===== config.mk =====
export PLATFORM = sky130hd
export DESIGN_NAME = brjmp_redirect_unit
export DESIGN_NICKNAME = d
export VERILOG_FILES = /design/src/rtl/brjmp_pkg.sv /design/src/rtl/brjmp_cond.sv /design/src/rtl/brjmp_redirect_unit.sv
export SDC_FILE = /design/constraint.sdc
export NUM_CORES = 1
export LEC_CHECK = 0
export ABC_AREA = 0
export CAP_MARGIN = 10
export CORE_UTILIZATION = 39
export DETAILED_ROUTE_END_ITERATION = 7
export GPL_TIMING_DRIVEN = 0
export PLACE_DENSITY = 0.76
export SLEW_MARGIN = 30
export SYNTH_ARGS = -nofsm -noshare
export SYNTH_HDL_FRONTEND = slang
export SYNTH_SLANG_ARGS = --single-unit

===== constraint.sdc =====
create_clock -name clk -period 2.1 [get_ports clk]
set_clock_uncertainty 0.1 [all_clocks]
set_input_delay 0.63 -clock clk [delete_from_list [all_inputs] [get_ports clk]]
set_output_delay 0.63 -clock clk [all_outputs]
set_load 0.1 [all_outputs]

===== src/rtl/brjmp_pkg.sv =====
// Shared encodings for the branch/jump redirect unit: opcodes, rtype_fn and
// status bit positions, and the controller state type.
package brjmp_pkg;

  localparam logic [2:0] OP_RTYPE = 3'b000;
  localparam logic [2:0] OP_BMZ   = 3'b001;
  localparam logic [2:0] OP_BNZ   = 3'b010;
  localparam logic [2:0] OP_BPL   = 3'b011;
  localparam logic [2:0] OP_JRSAL = 3'b100;
  localparam logic [2:0] OP_JMP   = 3'b101;

  localparam int FN_BRZ   = 0;
  localparam int FN_JMADD = 1;

  localparam int ST_Z = 0;
  localparam int ST_N = 1;

  typedef enum logic {
    IDLE  = 1'b0,
    FLUSH = 1'b1
  } state_t;

  function automatic logic is_link_op(input logic [2:0] op);
    return op == OP_JRSAL;
  endfunction

endpackage


===== src/rtl/brjmp_cond.sv =====
// Combinational taken evaluator: decides whether a branch/jump op redirects
// given the ALU status flags captured with the request.
module brjmp_cond
  import brjmp_pkg::*;
(
  input  logic [2:0] op,
  input  logic [2:0] rtype_fn,
  input  logic [1:0] status,
  output logic       taken
);

  logic z;
  logic n;
  logic unused_fn_bit;

  assign z = status[ST_Z];
  assign n = status[ST_N];
  // bit2 of rtype_fn is reserved and has no effect on the decision
  assign unused_fn_bit = rtype_fn[2];

  always_comb begin
    taken = 1'b0;
    case (op)
      OP_RTYPE: taken = (rtype_fn[FN_BRZ] & z) | rtype_fn[FN_JMADD];
      OP_BMZ:   taken = z;
      OP_BNZ:   taken = ~z;
      OP_BPL:   taken = ~n & ~z;
      OP_JRSAL: taken = 1'b1;
      OP_JMP:   taken = 1'b1;
      default:  taken = 1'b0;
    endcase
  end

endmodule


===== src/rtl/brjmp_redirect_unit.sv =====
// Branch/jump resolver: registers a redirect to fetch, holds flush for a fixed
// number of cycles, writes the link value on JRSAL and counts taken redirects.
module brjmp_redirect_unit
  import brjmp_pkg::*;
#(
  parameter int ADDR_W       = 32,
  parameter int ALIGN_BITS   = 2,
  parameter int FLUSH_CYCLES = 2,
  parameter int LINK_OFFSET  = 4,
  parameter int CNT_W        = 16
) (
  input  logic              clk,
  input  logic              rst_n,
  input  logic              in_valid,
  output logic              in_ready,
  input  logic [2:0]        op,
  input  logic [2:0]        rtype_fn,
  input  logic [1:0]        status,
  input  logic [ADDR_W-1:0] target,
  input  logic [ADDR_W-1:0] pc,
  output logic              redirect_valid,
  output logic [ADDR_W-1:0] redirect_addr,
  output logic              flush,
  output logic              link_we,
  output logic [ADDR_W-1:0] link_data,
  output logic              fault,
  output logic [CNT_W-1:0]  taken_count
);

  localparam int FC_W = $clog2(FLUSH_CYCLES + 1);

  state_t          state;
  logic [FC_W-1:0] flush_cnt;
  logic            taken;
  logic            misaligned;
  logic            accept;

  brjmp_cond u_cond (
    .op       (op),
    .rtype_fn (rtype_fn),
    .status   (status),
    .taken    (taken)
  );

  generate
    if (ALIGN_BITS > 0) begin : g_align
      assign misaligned = |target[ALIGN_BITS-1:0];
    end else begin : g_no_align
      assign misaligned = 1'b0;
    end
  endgenerate

  // in_ready is only ever high in IDLE, so it doubles as the accept gate
  assign accept = in_valid & in_ready;

  always_ff @(posedge clk) begin
    if (!rst_n) begin
      state          <= IDLE;
      flush_cnt      <= '0;
      in_ready       <= 1'b1;
      redirect_valid <= 1'b0;
      redirect_addr  <= '0;
      flush          <= 1'b0;
      link_we        <= 1'b0;
      link_data      <= '0;
      fault          <= 1'b0;
      taken_count    <= '0;
    end else begin
      redirect_valid <= 1'b0;
      link_we        <= 1'b0;
      fault          <= 1'b0;
      case (state)
        IDLE: begin
          if (accept && taken) begin
            if (misaligned) begin
              fault <= 1'b1;
            end else begin
              state          <= FLUSH;
              flush_cnt      <= FC_W'(FLUSH_CYCLES);
              in_ready       <= 1'b0;
              flush          <= 1'b1;
              redirect_valid <= 1'b1;
              redirect_addr  <= target;
              if (taken_count != {CNT_W{1'b1}}) begin
                taken_count <= taken_count + CNT_W'(1);
              end
              if (is_link_op(op)) begin
                link_we   <= 1'b1;
                link_data <= pc + ADDR_W'(LINK_OFFSET);
              end
            end
          end
        end
        FLUSH: begin
          flush_cnt <= flush_cnt - FC_W'(1);
          // last flush cycle: reopen for requests at the next edge
          if (flush_cnt == FC_W'(1)) begin
            state    <= IDLE;
            flush    <= 1'b0;
            in_ready <= 1'b1;
          end
        end
        default: state <= IDLE;
      endcase
    end
  end

endmodule


==> run_1/wires.png <==
The bar under the picture is 20 um long. Only two layers are drawn.
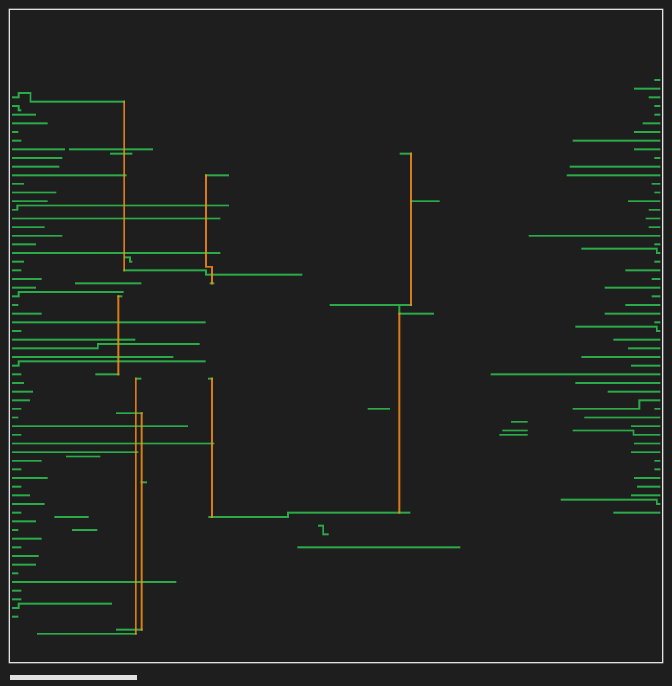
metal 4: shown in orange, wire length 208 um. metal 3: shown in green, wire length 1,060 um.
wirelength, routed: 12,620 um
GRT Resource Usage Total: 23.61%

==> run_1/metal_density.png <==
20 x 20 tiles, from white (low) to dark blue (high), scaled to the fullest tile. Values are wire area over tile area, all layers added.
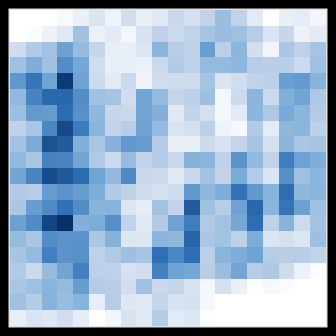
The emptiest ninth of the die: bottom right. 6.5% of the tiles are nearly empty. 22% of the tiles are over half the peak. The mean over all tiles is 0.20. The densest ninth of the die: left middle.
routed len/inst: 15.97 um
routed vias: 4,103

==> metrics.cfg, run 1 <==
[worst_setup_path]
crit_cells = 6
crit_chain = dlygate4sd2_1, nand4_4, or4_4, nor4_4, xnor2_1, a21oi_2

[cells_and_area]
syn_to_final_growth_pct = 63.45
clock_buffers = 11

[synth]
most_common_cell = dfxtp_1
synth_cell_types = 43
ys.flops = 88

[grt]
grt_max_degree = 15
met1_usage_pct = 26.28

[die]
die_x_um = 102.5
ioPinCount = 160
rows = 36

[hold_path]
min_path_type = flop to flop

[route]
drtIter0Drc = 125
m1WireLength_um = 5174
drc = 0

[sta]
min_period_ns = 2.072

[status]
outcome = completed

[place]
io_buffers = 158

[power]
p_seq_w = 0.00170

==> run_1/congestion.png <==
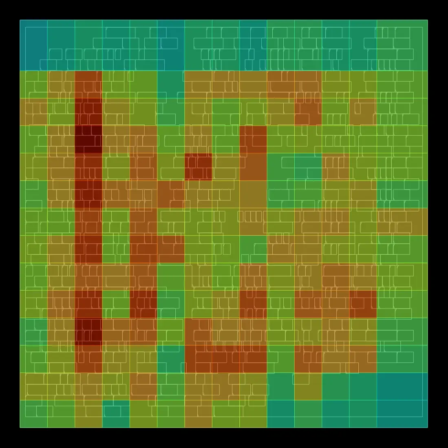
met2 Usage GRT: 42.31%
met3 Track Usage GR: 8.071%

==> run 1: metrics by stage <==
step | utilization (%) | total power, W | hold WS (ns)
2_1_floorplan | - | 0.002020 | 0.3765
3_3_place_gp | 58.60 | 0.002263 | 0.3423
3_5_place_dp | 58.60 | 0.002269 | 0.3463
4_1_cts | 64.66 | 0.003707 | 0.3588
5_1_grt | 65.82 | 0.003817 | 0.3764
6_report | 65.82 | 0.003690 | 0.3552
==> run 1: worst reg2reg max path: stages (launching register included) <==
cell and delay, ns:
dfxtp_2 0.38, ha_1 0.17, nand3_1 0.26, nor3_2 0.39, clkbuf_2 0.30, o21ai_0 0.12
a21oi_1 0.18
==> run_1/layer_met1.png <==
The bar under the picture is 20 um long.
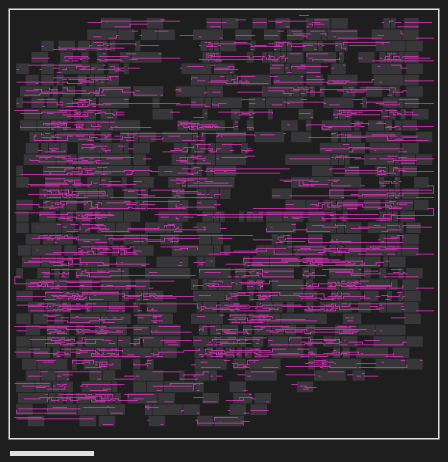

## Run 2: what changed since run 1
--- a/config.mk
+++ b/config.mk
@@ -7,6 +7,7 @@
 export LEC_CHECK = 0
 export ABC_AREA = 0
 export CAP_MARGIN = 10
+export CORE_MARGIN = 10
 export CORE_UTILIZATION = 39
 export DETAILED_ROUTE_END_ITERATION = 7
 export GPL_TIMING_DRIVEN = 0
==> run_2/layer_met1.png <==
The bar under the picture is 20 um long.
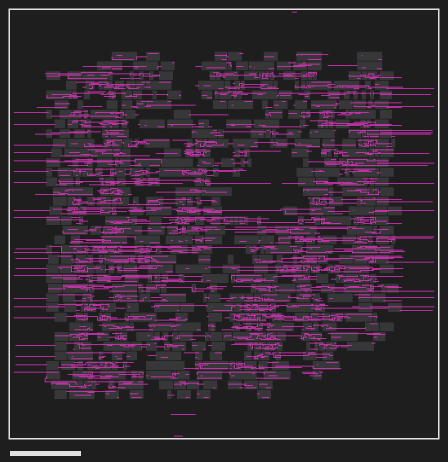
The wires run mostly horizontal. The layer holds 42% of the routed length. 658 nets have wire on it. The layer carries 5,610 um of wire.

==> run_2/detail.png <==
The bar under the picture is 5 um long. Region (80, 80) to (100, 100) um. Cells in grey, sequential cells in the stronger grey; small squares are vias.
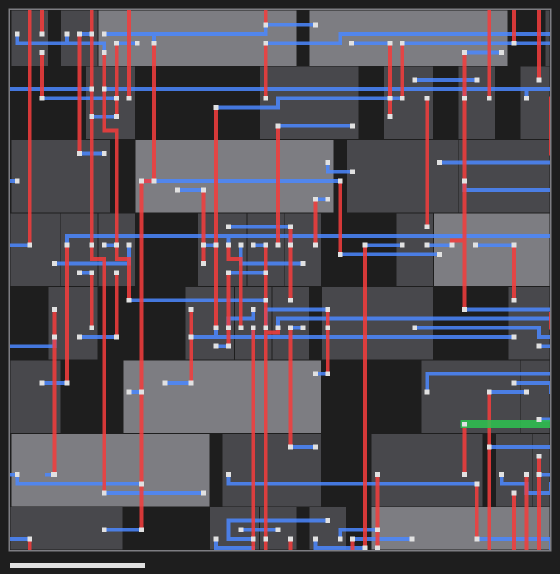
metal 3: shown in green. metal 1: shown in blue. metal 2: shown in red.
39 logic cells have their middle in the window. Most frequent: nand2_1 (15), a21oi_1 (7), dfxtp_1 (7). Netlist names of flops here include `redirect_addr` (7). Sequential cells in the window: 7.

==> run_2/metal_density.png <==
24 x 24 tiles, from white (low) to dark blue (high), scaled to the fullest tile. Values are wire area over tile area, all layers added.
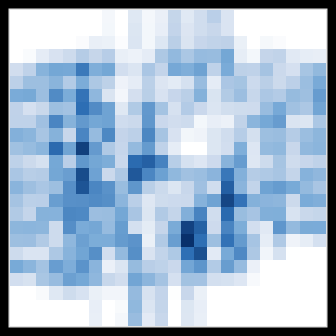
wirelength, routed: 13,420 um
routed len/inst: 17.14 um
GRT Resource Usage Total: 18.31%
routed vias: 4,067

==> metrics.cfg, run 2 <==
[worst_setup_path]
crit_cells = 1  ; was 6
cp_num_buf_inv = 1  ; unchanged
crit_chain = clkdlybuf4s18_2  ; was dlygate4sd2_1, nand4_4, or4_4, nor4_4, xnor2_1, a21oi_2
r2r.worst_path.cells = 6  ; unchanged

[hold_path]
min_path_type = flop to flop  ; unchanged

[die]
ioPinCount = 160  ; unchanged
rows = 36  ; unchanged

[route]
drc = 0  ; unchanged
m1WireLength_um = 5607  ; was 5174 um
drtIter0Drc = 157  ; was 125

[sta]
fin_crit_sh_pct = 98.36  ; was 98.64%
min_period_ns = 2.066  ; was 2.072 ns
holdWs_ns = 0.3571  ; was 0.3552 ns
worst_slack_ns = 0.03447  ; was 0.02847 ns

[grt]
met2_usage_pct = 30.37  ; was 42.31%
grt_max_degree = 14  ; was 15
met1_usage_pct = 20.81  ; was 26.28%
use_met3_pct = 7.631  ; was 8.071%

[power]
p_total_w = 0.003491  ; was 0.003690 W
p_seq_w = 0.00170  ; about the same
p_sw_w = 0.0009477  ; was 0.0009606 W

[status]
outcome = completed  ; unchanged

[cells_and_area]
final_core_util_pct = 64.00  ; was 65.82%
syn_to_final_growth_pct = 59.66  ; was 63.45%

[synth]
most_common_cell = dfxtp_1  ; unchanged

run 2: area by class of cell:
| cell class | count | area (um^2) | share of cell area, % |
|---|---|---|---|
| Timing Repair Buffer | 172 | 1744 | 27.75 |
| Clock buffer | 12 | 166.4 | 2.648 |
| Clock inverter | 2 | 37.54 | 0.5973 |
| Buffer | 25 | 162.7 | 2.588 |
| Inverter | 8 | 30.03 | 0.4778 |
| Sequential cell | 88 | 1785 | 28.41 |
| Tap cell | 133 | 166.4 | 2.648 |
| Multi-Input combinational cell | 343 | 2192 | 34.88 |
run 2: what timing repair did:
action                     in CTS  in global routing
cloned                          1                  0
setup endpoints to repair     169                 53
pin swaps                      12                 13
setup buffers                  13                  0
resized                       325                 47
Power and IR drop assume default switching activity.
